io_placement.png
Pins as bars across the die edge, other pins in grey.
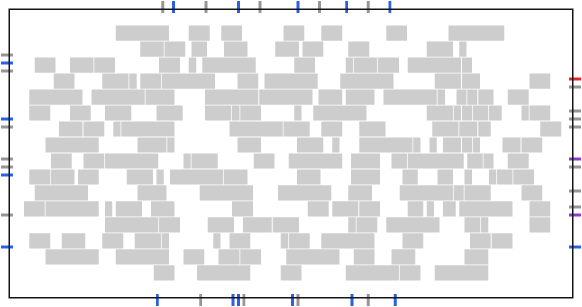
clk_routes.png
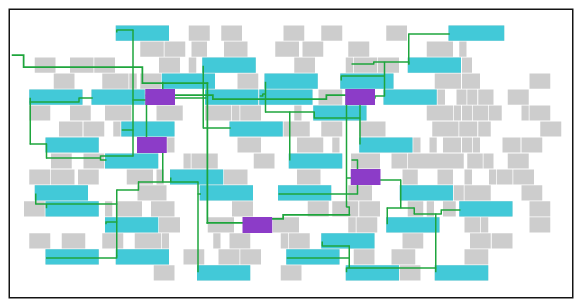
[src/rtl/pipe_pkg.sv]
// ============================================================================
// Module  : pipe_pkg
// Brief   : Shared types and constants for the elastic pipeline stage.
// Revision: 1.0  initial release
// ============================================================================
`default_nettype none

package pipe_pkg;

    typedef enum logic [1:0] {
        PIPE_EMPTY = 2'd0,
        PIPE_ONE   = 2'd1,
        PIPE_TWO   = 2'd2
    } pipe_state_t;

    localparam logic [1:0] PIPE_OCC_EMPTY = 2'd0;
    localparam logic [1:0] PIPE_OCC_ONE   = 2'd1;
    localparam logic [1:0] PIPE_OCC_TWO   = 2'd2;

    localparam int PIPE_STALL_CNT_W = 16;

endpackage

`default_nettype wire

[src/rtl/pipe_skid_reg.sv]
// ============================================================================
// Module  : pipe_skid_reg
// Brief   : Elastic pipeline register with one-entry skid buffer, registered
//           in_ready and synchronous flush to a bubble value.
//           Define PIPE_STALL_CNT_EN to add the saturating stall_cnt output.
// Revision: 1.0  initial release
// ============================================================================
`default_nettype none

module pipe_skid_reg
    import pipe_pkg::*;
#(
    parameter int               WIDTH      = 16,
    parameter logic [WIDTH-1:0] RST_VAL    = '0,
    parameter logic [WIDTH-1:0] BUBBLE_VAL = '0
) (
    input  logic                        clk,
    input  logic                        rst,
    input  logic                        flush,
    input  logic                        in_valid,
    output logic                        in_ready,
    input  logic [WIDTH-1:0]            in_data,
    output logic                        out_valid,
    input  logic                        out_ready,
    output logic [WIDTH-1:0]            out_data,
`ifdef PIPE_STALL_CNT_EN
    output logic [PIPE_STALL_CNT_W-1:0] stall_cnt,
`endif
    output logic [1:0]                  occupancy
);

    pipe_state_t      r_state;
    pipe_state_t      w_state_nxt;
    logic [WIDTH-1:0] r_main;
    logic [WIDTH-1:0] r_skid;
    logic             r_in_ready;
    logic             w_in_fire;
    logic             w_out_fire;

    assign out_valid  = (r_state != PIPE_EMPTY);
    assign out_data   = r_main;
    assign in_ready   = r_in_ready;
    assign w_in_fire  = in_valid & r_in_ready;
    assign w_out_fire = out_valid & out_ready;

    always_comb begin
        w_state_nxt = r_state;
        if (flush) begin
            w_state_nxt = PIPE_EMPTY;
        end else begin
            case (r_state)
                PIPE_EMPTY: if (w_in_fire) w_state_nxt = PIPE_ONE;
                PIPE_ONE: begin
                    if (w_in_fire && !w_out_fire)
                        w_state_nxt = PIPE_TWO;
                    else if (!w_in_fire && w_out_fire)
                        w_state_nxt = PIPE_EMPTY;
                end
                PIPE_TWO:   if (w_out_fire) w_state_nxt = PIPE_ONE;
                default:    w_state_nxt = PIPE_EMPTY;
            endcase
        end
    end

    always_comb begin
        case (r_state)
            PIPE_ONE: occupancy = PIPE_OCC_ONE;
            PIPE_TWO: occupancy = PIPE_OCC_TWO;
            default:  occupancy = PIPE_OCC_EMPTY;
        endcase
    end

    // in_ready is precomputed from the next state so no ready path crosses the stage
    always_ff @(posedge clk or posedge rst) begin
        if (rst) begin
            r_state    <= PIPE_EMPTY;
            r_main     <= RST_VAL;
            r_skid     <= RST_VAL;
            r_in_ready <= 1'b1;
        end else begin
            r_state    <= w_state_nxt;
            r_in_ready <= (w_state_nxt != PIPE_TWO);
            if (flush) begin
                r_main <= BUBBLE_VAL;
            end else begin
                case (r_state)
                    PIPE_EMPTY: if (w_in_fire) r_main <= in_data;
                    PIPE_ONE: begin
                        if (w_in_fire) begin
                            if (w_out_fire) r_main <= in_data;
                            else            r_skid <= in_data;
                        end
                    end
                    PIPE_TWO:   if (w_out_fire) r_main <= r_skid;
                    default:    r_main <= r_main;
                endcase
            end
        end
    end

`ifdef PIPE_STALL_CNT_EN
    logic [PIPE_STALL_CNT_W-1:0] r_stall_cnt;

    always_ff @(posedge clk or posedge rst) begin
        if (rst) begin
            r_stall_cnt <= '0;
        end else if (flush) begin
            r_stall_cnt <= '0;
        end else if (out_valid && !out_ready && (r_stall_cnt != '1)) begin
            r_stall_cnt <= r_stall_cnt + 1'b1;
        end
    end

    assign stall_cnt = r_stall_cnt;
`endif

endmodule

`default_nettype wire

[config.mk]
export PLATFORM = sky130hd
export DESIGN_NAME = pipe_skid_reg
export DESIGN_NICKNAME = d
export VERILOG_FILES = /design/src/rtl/pipe_pkg.sv /design/src/rtl/pipe_skid_reg.sv
export SDC_FILE = /design/constraint.sdc
export NUM_CORES = 1
export LEC_CHECK = 0
export CAP_MARGIN = 20
export CORE_ASPECT_RATIO = 0.5
export CORE_UTILIZATION = 40
export CTS_CLUSTER_DIAMETER = 80
export DETAILED_ROUTE_END_ITERATION = 10
export HOLD_SLACK_MARGIN = 0.08
export PLACE_DENSITY_LB_ADDON = 0.08
export SYNTH_ARGS = -nofsm -noshare
export SYNTH_HDL_FRONTEND = slang
export SYNTH_SLANG_ARGS = --single-unit
[constraint.sdc]
create_clock -name clk -period 2.6 [get_ports clk]
set_input_delay 0.39 -clock clk [delete_from_list [all_inputs] [get_ports clk]]
set_output_delay 0.39 -clock clk [all_outputs]
set_load 0.01 [all_outputs]
==> flow.log <==
[flow] final metrics
[metrics] Critical Path Sink: out_valid
[metrics] most used routing layer: met2
[metrics] number of well-tap cells placed: roughly 54
[metrics] number of antenna violations at the first check in global routing: 0
[metrics] biggest area consumer among cell classes: registers
[metrics] minimum hold slack: a little over 0.5 ns
[metrics] clock slew seen by the registers of the worst setup and hold paths: 0.07 ns
[metrics] fraction of met3 tracks used by global routing: roughly 6.4%
[metrics] clock tree root driver cell: sky130_fd_sc_hd__clkbuf_8
[metrics] Routed met2 length: 1450 um
[metrics] total via count after detailed routing: 1198
[metrics] share of cell area taken by muxes after synthesis: 19.4%
[metrics] post-synthesis share of cell area spent on xor and xnor gates: 0.500%
[metrics] fraction of final layout cells sized beyond drive strength 1: 25.5%
[metrics] hold violation total from the final report: 0
[metrics] flip-flop and latch count after synthesis: 35
[metrics] Routed Antenna Nets: 0
[metrics] CP Data Required Time: between 2 and 2.5 ns
[metrics] highest metal layer with signal wires: met4
[metrics] Final WS setup: 0.476 ns
[metrics] library cell occupying the most area in the post-synthesis netlist: sky130_fd_sc_hd__dfrtp_1
[metrics] register cell area after layout: 877 um2
[metrics] met1 layer wirelength in the final routing: 1700 um
[metrics] detailed-route wire length per cell: 14.3 um
[metrics] routed length on met3: 207 um
[metrics] kind of start point of the critical path: flop
[metrics] share of the clock period used by the worst path: 81.7%
[metrics] outcome: finished, final reports clean
[metrics] clock sinks: 35
[metrics] core area: about 0.0040 mm2
[metrics] Max Fclk: 471 MHz
[metrics] cell area after layout: 0.00231 mm2
[metrics] time the worst path needs with I/O delays and setup: 2.12 ns
[metrics] kind of critical path: flop to primary output
[metrics] length of the first detailed-routing pass in iterations: 4
[metrics] Die Area: about 0.0047 mm2
[metrics] async set or reset register ratio after synthesis: 100%
[metrics] n_diodes: 0
[metrics] launch point of the worst reg-to-reg path: r_state[1]
[metrics] Remaining Overflow, GRT: 0
[metrics] total global routing track utilization: 16.9%
[metrics] vias in the first global route: 1227
[metrics] number of ports placed on the die boundary: about 41
[metrics] GR Layer Usage met1: 22.4%
[metrics] Primary FF master, synth: sky130_fd_sc_hd__dfrtp_1
[metrics] number of hold buffers added after CTS: 0
[metrics] share of cell area taken by multi-input logic gates: a little over a third
[metrics] leakage power: ~0.95 nW
## Picture notes: io_placement.png
[blue] in_data | pins: 16 | direction: input | edge: 6 south, 5 north, 4 west, 1 east
[purple] occupancy | pins: 2 | direction: output | edge: east
[red] in_ready | pins: 1 | direction: output | edge: east

## Picture notes: clk_routes.png
[green] clock wires | length: 503 um
[cyan] flip-flops | count: 35
[purple] clock drivers | count: 5
routed clock nets: 6
flops lie: all over the die

[critical path, stage by stage, from the launching register on]
cell,delay [ns]
sky130_fd_sc_hd__dfrtp_1,0.42
sky130_fd_sc_hd__inv_1,0.12
sky130_fd_sc_hd__ha_1,0.28
sky130_fd_sc_hd__inv_1,0.11
sky130_fd_sc_hd__clkdlybuf4s50_1,0.53
[power breakdown]
part / total, W / internal (W) / switching [W]
Clock: 0.000435 / 0.000242 / 0.000193
Combinational: 0.00105 / 0.000565 / 0.000486
Sequential: 0.000911 / 0.000782 / 0.000129
Total: 0.00240 / 0.00159 / 0.000807
[state kept, by name, indices dropped and copies added, names as in the netlist]
register / flops
in_ready: 1
r_skid: 16
r_state: 2
out_data: 16
Power figures rest on the tool's default switching activity, not on a simulated workload.
